<file path="src/rtl/adc_pkg.sv">
// Shared types and widths for the ADC0808 scan scheduler.
package adc_pkg;
    localparam int ADC_DW = 8;
    localparam int ADC_AW = 3;
    localparam int NUM_CH = 8;

    typedef enum logic [2:0] {
        IDLE,
        SELECT,
        LATCH,
        WAIT_LO,
        WAIT_HI,
        READ,
        DONE
    } adc_state_t;
endpackage

</file>
<file path="src/rtl/adc_rr_picker.sv">
// Round-robin channel picker: the first enabled channel strictly after last_ch, wrapping.
module adc_rr_picker
    import adc_pkg::*;
(
    input  logic [NUM_CH-1:0] mask,
    input  logic [ADC_AW-1:0] last_ch,
    output logic [ADC_AW-1:0] next_ch,
    output logic              any
);
    logic [ADC_AW:0]   sum  [NUM_CH];
    logic [ADC_AW-1:0] cand [NUM_CH];
    logic [NUM_CH-1:0] rot;

    // cand[gi] is the channel gi+1 positions after last_ch; offset NUM_CH lands back on last_ch
    for (genvar gi = 0; gi < NUM_CH; gi++) begin : g_rot
        assign sum[gi]  = {1'b0, last_ch} + (ADC_AW+1)'(gi + 1);
        assign cand[gi] = (sum[gi] >= (ADC_AW+1)'(NUM_CH))
                        ? ADC_AW'(sum[gi] - (ADC_AW+1)'(NUM_CH))
                        : sum[gi][ADC_AW-1:0];
        assign rot[gi]  = mask[cand[gi]];
    end

    always_comb begin
        next_ch = last_ch;
        for (int k = NUM_CH - 1; k >= 0; k--) begin
            if (rot[k]) next_ch = cand[k];
        end
    end

    assign any = |mask;
endmodule

</file>
<file path="src/rtl/adc_scan_scheduler.sv">
// ADC0808 round-robin scan controller with per-channel result register file.
// Optional EOC watchdog is enabled by defining ADC_TIMEOUT_EN.
module adc_scan_scheduler
    import adc_pkg::*;
#(
    parameter int SETUP_CYC   = 2,
    parameter int PULSE_CYC   = 2,
    parameter int OE_CYC      = 2,
    parameter int TIMEOUT_CYC = 4096
) (
    input  logic              clk,
    input  logic              reset,
    input  logic              scan_en,
    input  logic [NUM_CH-1:0] ch_mask,
    input  logic              eoc,
    input  logic [ADC_DW-1:0] data_in,
    output logic [ADC_AW-1:0] addr,
    output logic              ale,
    output logic              start,
    output logic              oe,
    output logic              res_valid,
    output logic [ADC_AW-1:0] res_ch,
    output logic [ADC_DW-1:0] res_data,
    input  logic [ADC_AW-1:0] rd_ch,
    output logic [ADC_DW-1:0] rd_data,
    output logic              busy,
    output logic              timeout_err
);
    if (SETUP_CYC < 1 || PULSE_CYC < 1 || OE_CYC < 1 || TIMEOUT_CYC < 1 ||
        SETUP_CYC > 256 || PULSE_CYC > 256 || OE_CYC > 256) begin : g_param_check
        $error("adc_scan_scheduler: cycle parameters out of range");
    end

    adc_state_t        state_reg, state_next;
    logic [7:0]        cnt_reg, cnt_next;
    logic [ADC_AW-1:0] addr_reg, addr_next;
    logic [ADC_AW-1:0] last_ch_reg, last_ch_next;
    logic              strobe_reg, strobe_next;
    logic              oe_reg, oe_next;
    logic              res_valid_reg, res_valid_next;
    logic [ADC_AW-1:0] res_ch_reg, res_ch_next;
    logic [ADC_DW-1:0] res_data_reg, res_data_next;
    logic              busy_reg;
    logic              wr_en;
    logic [ADC_DW-1:0] regfile_reg [NUM_CH];
    logic [ADC_AW-1:0] pick_ch;
    logic              pick_any;
    logic              tmo_next;

    adc_rr_picker u_picker (
        .mask    (ch_mask),
        .last_ch (last_ch_reg),
        .next_ch (pick_ch),
        .any     (pick_any)
    );

`ifdef ADC_TIMEOUT_EN
    localparam int TW = $clog2(TIMEOUT_CYC + 1);
    logic [TW-1:0] wcnt_reg, wcnt_next;
    logic          tmo_reg;
`endif

    always_comb begin
        state_next     = state_reg;
        cnt_next       = cnt_reg + 8'd1;
        addr_next      = addr_reg;
        last_ch_next   = last_ch_reg;
        strobe_next    = 1'b0;
        oe_next        = 1'b0;
        res_valid_next = 1'b0;
        res_ch_next    = res_ch_reg;
        res_data_next  = res_data_reg;
        wr_en          = 1'b0;
        tmo_next       = 1'b0;
        case (state_reg)
            IDLE: begin
                cnt_next = '0;
                if (scan_en && pick_any) begin
                    state_next = SELECT;
                    addr_next  = pick_ch;
                end
            end
            SELECT: begin
                if (cnt_reg == 8'(SETUP_CYC - 1)) begin
                    state_next  = LATCH;
                    cnt_next    = '0;
                    strobe_next = 1'b1;
                end
            end
            LATCH: begin
                strobe_next = 1'b1;
                if (cnt_reg == 8'(PULSE_CYC - 1)) begin
                    state_next  = WAIT_LO;
                    strobe_next = 1'b0;
                end
            end
            WAIT_LO: begin
                cnt_next = '0;
                if (!eoc) state_next = WAIT_HI;
            end
            WAIT_HI: begin
                cnt_next = '0;
                if (eoc) begin
                    state_next = READ;
                    oe_next    = 1'b1;
                end
            end
            READ: begin
                oe_next = 1'b1;
                // Sample on the final OE cycle so the bus has settled for OE_CYC-1 cycles
                if (cnt_reg == 8'(OE_CYC - 1)) begin
                    state_next     = DONE;
                    oe_next        = 1'b0;
                    wr_en          = 1'b1;
                    res_data_next  = data_in;
                    res_ch_next    = addr_reg;
                    res_valid_next = 1'b1;
                end
            end
            DONE: begin
                last_ch_next = addr_reg;
                state_next   = IDLE;
            end
            default: state_next = IDLE;
        endcase
`ifdef ADC_TIMEOUT_EN
        wcnt_next = '0;
        if (state_reg == WAIT_LO || (state_reg == WAIT_HI && !eoc)) begin
            if (wcnt_reg == TW'(TIMEOUT_CYC - 1)) begin
                state_next   = IDLE;
                last_ch_next = addr_reg;
                tmo_next     = 1'b1;
            end else begin
                wcnt_next = wcnt_reg + 1'b1;
            end
        end else if (state_reg == WAIT_HI) begin
            wcnt_next = wcnt_reg;
        end
`endif
    end

    always_ff @(posedge clk or posedge reset) begin
        if (reset) begin
            state_reg     <= IDLE;
            cnt_reg       <= '0;
            addr_reg      <= '0;
            last_ch_reg   <= ADC_AW'(NUM_CH - 1);
            strobe_reg    <= 1'b0;
            oe_reg        <= 1'b0;
            res_valid_reg <= 1'b0;
            res_ch_reg    <= '0;
            res_data_reg  <= '0;
            busy_reg      <= 1'b0;
            for (int i = 0; i < NUM_CH; i++) regfile_reg[i] <= '0;
        end else begin
            state_reg     <= state_next;
            cnt_reg       <= cnt_next;
            addr_reg      <= addr_next;
            last_ch_reg   <= last_ch_next;
            strobe_reg    <= strobe_next;
            oe_reg        <= oe_next;
            res_valid_reg <= res_valid_next;
            res_ch_reg    <= res_ch_next;
            res_data_reg  <= res_data_next;
            busy_reg      <= (state_next != IDLE);
            if (wr_en) regfile_reg[addr_reg] <= data_in;
        end
    end

`ifdef ADC_TIMEOUT_EN
    always_ff @(posedge clk or posedge reset) begin
        if (reset) begin
            wcnt_reg <= '0;
            tmo_reg  <= 1'b0;
        end else begin
            wcnt_reg <= wcnt_next;
            tmo_reg  <= tmo_next;
        end
    end
    assign timeout_err = tmo_reg;
`else
    assign timeout_err = tmo_next;
`endif

    assign addr      = addr_reg;
    assign ale       = strobe_reg;
    assign start     = strobe_reg;
    assign oe        = oe_reg;
    assign res_valid = res_valid_reg;
    assign res_ch    = res_ch_reg;
    assign res_data  = res_data_reg;
    assign busy      = busy_reg;
    assign rd_data   = regfile_reg[rd_ch];
endmodule
</file>
<file path="config.mk">
export PLATFORM = sky130hd
export DESIGN_NAME = adc_scan_scheduler
export DESIGN_NICKNAME = d
export VERILOG_FILES = /design/src/rtl/adc_pkg.sv /design/src/rtl/adc_rr_picker.sv /design/src/rtl/adc_scan_scheduler.sv
export SDC_FILE = /design/constraint.sdc
export NUM_CORES = 1
export LEC_CHECK = 0
export CAP_MARGIN = 15
export CORE_ASPECT_RATIO = 1.2
export CORE_UTILIZATION = 30
export CTS_CLUSTER_DIAMETER = 150
export CTS_CLUSTER_SIZE = 24
export DETAILED_ROUTE_END_ITERATION = 12
export PLACE_DENSITY_LB_ADDON = 0.25
export SKIP_LAST_GASP = 1
export SYNTH_ARGS = -nofsm -noshare
export SYNTH_HDL_FRONTEND = slang
export SYNTH_SLANG_ARGS = --single-unit
</file>
<file path="constraint.sdc">
create_clock -name clk -period 4.2 [get_ports clk]
set_input_delay 0.84 -clock clk [delete_from_list [all_inputs] [get_ports clk]]
set_output_delay 0.84 -clock clk [all_outputs]
set_load 0.02 [all_outputs]
</file>
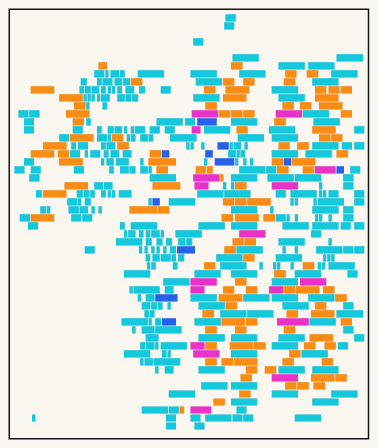
**Above:** sizing map.
Key: _2 cells = orange [cells 115, share 25%]; _0 and _1 cells = cyan [cells 318, share 69%]; _3 and _4 cells = blue [cells 11, share 2.4%]; _6 and larger = magenta [cells 17, share 3.7%]

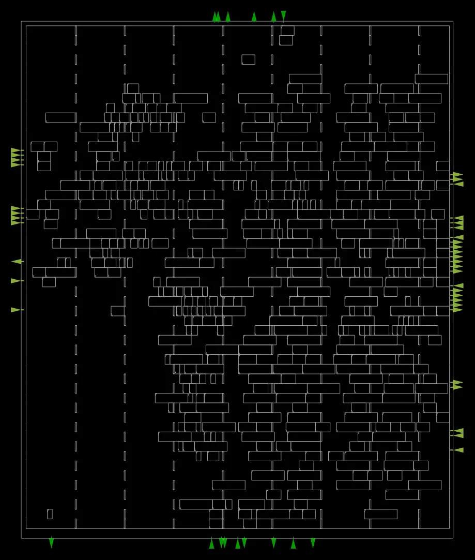
**Above:** placed standard cells.
Post-Layout Cell Count: 677
Fill cells: 1,622
count of flip-flops and latches: 96
core area: 16,900 um^2
proportion of cell area occupied by registers: 38.7%

==> summary.rpt <==
RUN METRICS
----------------------------------------------------
[Pwr]
  Switching part of the total ........................ 34.5%
  Clock power share ........................ approximately a fifth
  Register share of total power ........................ a little over a third
  Reported clock group power ........................ 0.000873 W
  IR Drop Worst-Case VDD ........................ 0.215 mV
  Power of the sequential group ........................ 0.00149 W
  Total net switching power ........................ 0.00142 W
  Logic power comb ........................ roughly 0.0018 W
  Design internal power ........................ 0.00269 W
  Part of the total power dissipated in combinational logic ........................ 42.5%

[Synthesis]
  Main combinational cell family by area after synthesis ........................ multiplexers
  Share of the synthesized netlist area taken by xor and xnor gates ........................ 1.36%
  Mux frac, synth ........................ 31.4%
  Yosys warns ........................ 0
  Distinct cell type count after synthesis ........................ 55
  Simple-gate area share of the yosys netlist ........................ 11.6%
  Post-synthesis cell area ........................ 5140 um^2
  Yosys Instances ........................ roughly 410
  Floorplan Nets ........................ 439
  Part of the Yosys area used for sequential elements ........................ 46.8%
  Area share of fa/ha/maj cells after synthesis ........................ less than 1%
  Synthesized area per cell ........................ 12.5 um^2
  FFs w/ async S/R, synth ........................ 100%
  Number of synthesized flops with an enable pin ........................ 0
  AND-OR/OR-AND Cells, Area Fraction ........................ 5.35%
  Dominant flop cell ........................ dfrtp_1
  Yosys stat area ........................ around 5000 um^2
  Number of instances in the synthesized netlist ........................ between 400 and 500

[Final layout]
  Data buffer area share ........................ 9.02%
  Layout clock buffers ........................ 13
  Number of flip-flops in the largest register ........................ 64
  Logic share of the area ........................ 42.1%
  Clock tree cell share of total cell area ........................ 5.26%
  Non-Clock Inverter Count ........................ 9
  Repair and plain buffers ........................ 55
  Dominant logic cell types in the final layout ........................ dfrtp_1 (93), mux2_2 (81), clkdlybuf4s50_1 (49)
  Area growth syn-to-layout ........................ 20.7%
  Final-stage net count ........................ 483
  Most frequent logic cell in the layout ........................ dfrtp_1
  Total inserted antenna cells ........................ 0
  Footprint of the flip-flops and latches ........................ 2410 um^2
  Logic area ........................ 2610 um^2
  Dominant class by area ........................ logic gates

[Clock tree]
  Number of clock sinks seen by CTS ........................ between 90 and 100
  Clock-pin slew on the worst setup and hold paths ........................ 0.07 ns
  Clock tree from TritonCTS ........................ built
  CTS-repair resized insts ........................ 0
  Number of buffers created by CTS ........................ 9
  Number of post-CTS setup repair buffers ........................ 0
  Maximum level of the CTS H-tree ........................ 3
  CTS hold repair buffers ........................ 0
  Source-to-sink clock delay at the later pin of the worst-skew pair ........................ 0.34 ns
  Number of buffers on the longest clock path ........................ 2

[Global routing]
  Via count of the first global-routing pass ........................ between 3,000 and 4,000
  Largest net degree at the start of global routing ........................ roughly 97
  Initial antenna violation count ........................ 0
  Met1 Usage GRT ........................ a little under a fifth
  Most congested layer reported by global routing ........................ met2
  Met3 track demand over resource in global routing ........................ 2.90%
  Met2 track demand over resource ........................ a little under a quarter
  Total overflow reported by the global router ........................ 0
  Wire length of the first global-routing pass ........................ around 19 mm
  All-layer global routing usage ........................ 14.0%

[Worst hold path]
  Hold crit path type ........................ reg2reg

[Worst setup path]
  Critical-path maximum fanout ........................ 16
  Worst-path cell chain ........................ clkdlybuf4s50_1 -> buf_12 -> mux4_2 -> mux2_2 -> clkdlybuf4s50_1
  Data arrival time at the worst-slack endpoint ........................ between 2 and 3 ns
  CP Launch Type ........................ input pin
  Start-to-end type of the worst setup path ........................ in2out
  CP dominant cell by count ........................ clkdlybuf4s50_1
  Required @ worst endpoint ........................ 3.36 ns
  Critical path endpoint category ........................ output pin
  Critical path buffers and inverters ........................ 3
  Library cell contributing the largest single delay on the critical path ........................ clkdlybuf4s50_1
  Critical path's top delay family ........................ buffers and inverters

[STA]
  Min cycle time layout ........................ about 3.7 ns
  Setup-violating endpoint count in the final report ........................ 0
  Worst slack on hold paths ........................ 0.476 ns
  Setup repair after global routing missed its margin ........................ false
  Sum of negative setup slack ........................ 0 ns
  Worst clock skew ........................ 0.00736 ns
  Rel. slew slack ........................ between 50% and 60%
  Final Max Tran Viols ........................ 0
  Final tally of hold violations ........................ 0
  Cycle use final ........................ 89.3%
  Slew at the pin closest to its max-slew limit ........................ 0.651 ns
  F_max ........................ 0.267 GHz

[Run]
  Max-cap violations ........................ 0
  Total tool warning count ........................ 28

[Floorplanning]
  Overall die area ........................ 17,700 um^2
  Die extent in x ........................ 122 um
  IO Count ........................ approximately 50
  Die Y ........................ roughly 150 um
  Placement Rows ........................ 52
  Well-tap cell count ........................ 216

[Drt]
  Drt via density ........................ 5.08
  Met3 routed WL ........................ 443 um
  Routed via count ........................ ~3,400
  Final antenna-violating net count ........................ 0
  Detailed Route Iter0 Violations ........................ 300
  Routed met2 length ........................ 5.81 mm
  DRT Wirelength ........................ 11.6 mm
  Avg WL per Cell ........................ 17.1 um
  Met1 routed wirelength after detailed routing ........................ 5.20 mm
  Topmost layer with routed signal wires ........................ met4

[Place]
  GPL Wtd Cong ........................ 0.818
  Tally of buffers added on design ports ........................ 49
  Total half-perimeter wirelength after legalization and detailed placement ........................ 7.86 mm

[Run status]
  Run status ........................ complete, no violations

----------------------------------------------------
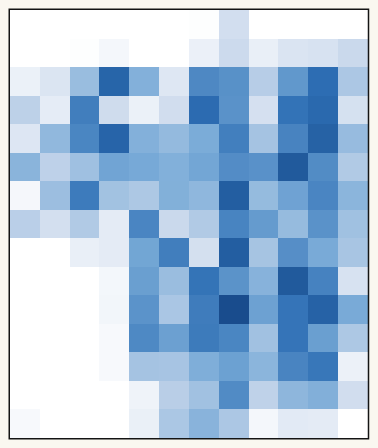
**Above:** cell density map.
12 x 15 tiles, from white (low) to dark blue (high), 0 to 100% covered.
The fullest tile reaches 89%. The emptiest ninth of the die: lower left. 6.7% of the tiles are over 75% full. 21% of the tiles are nearly empty. The mean over all tiles is 34%.
floorplan core density: 30.5%
utilization of the core after routing: 36.9%

## worst paths after layout
| kind | startpoint | to | slack, ns | depth (start not counted) |
|---|---|---|---|---|
| worst max register to register | cnt_reg[1]$_DFF_PP0_ | regfile_reg[17]$_DFFE_PP0P_ | 0.97 | 9 |
| max in group asynchronous | reset | last_ch_reg[1]$_DFFE_PP1N_ | 2.87 | 3 |
| worst min-delay path | res_data[4]$_DFFE_PP0P_ | res_data[4]$_DFFE_PP0P_ | 0.48 | 2 |
| worst min register to register | res_data[4]$_DFFE_PP0P_ | res_data[4]$_DFFE_PP0P_ | 0.48 | 2 |
| worst max-delay path | rd_ch[0] | rd_data[6] | 0.45 | 5 |
| min in group asynchronous | reset | ale$_DFF_PP0_ | 0.93 | 3 |
## synthesized netlist by cell type (3+ instances only)
cell type	count	share of area (%)
clkbuf_1	16	1.2
o21ai_0	6	0.58
nand3_1	10	0.97
o221ai_1	3	0.51
nand2b_1	4	0.49
mux2_2	81	18
mux4_2	26	11
ha_1	4	0.97
dfrtp_1	93	45
a21oi_1	9	0.88
dfstp_2	3	1.5
and3_1	3	0.36
mux2i_1	12	2.3
inv_1	7	0.51
nor2b_1	6	0.73
xor2_1	7	1.2
nand2_1	47	3.4
buf_1	3	0.22
nor2_1	22	1.6
nor3_1	4	0.39
## metrics by stage
stage               instances  cell area [um^2]  power, W  util (%)  worst slack (ns)
global route              677              6210   0.00441      36.9             0.385
detailed placement        661              5890   0.00327      34.9             0.441
finish                    677              6210   0.00411      36.9             0.451
global placement          661              5890   0.00323      34.9             0.451
floorplan                 412              5140   0.00274         -             0.718
CTS                       677              6210   0.00416      36.9             0.423
## cell families after synthesis
logic type / after synthesis
flops: 96
fa+ha+maj: 4
xor+xnor: 8
mux: 119
simple gates: 113
other cells: 1
buf+inv: 31
compound gates: 40
Power figures rest on the tool's default switching activity, not on a simulated workload.
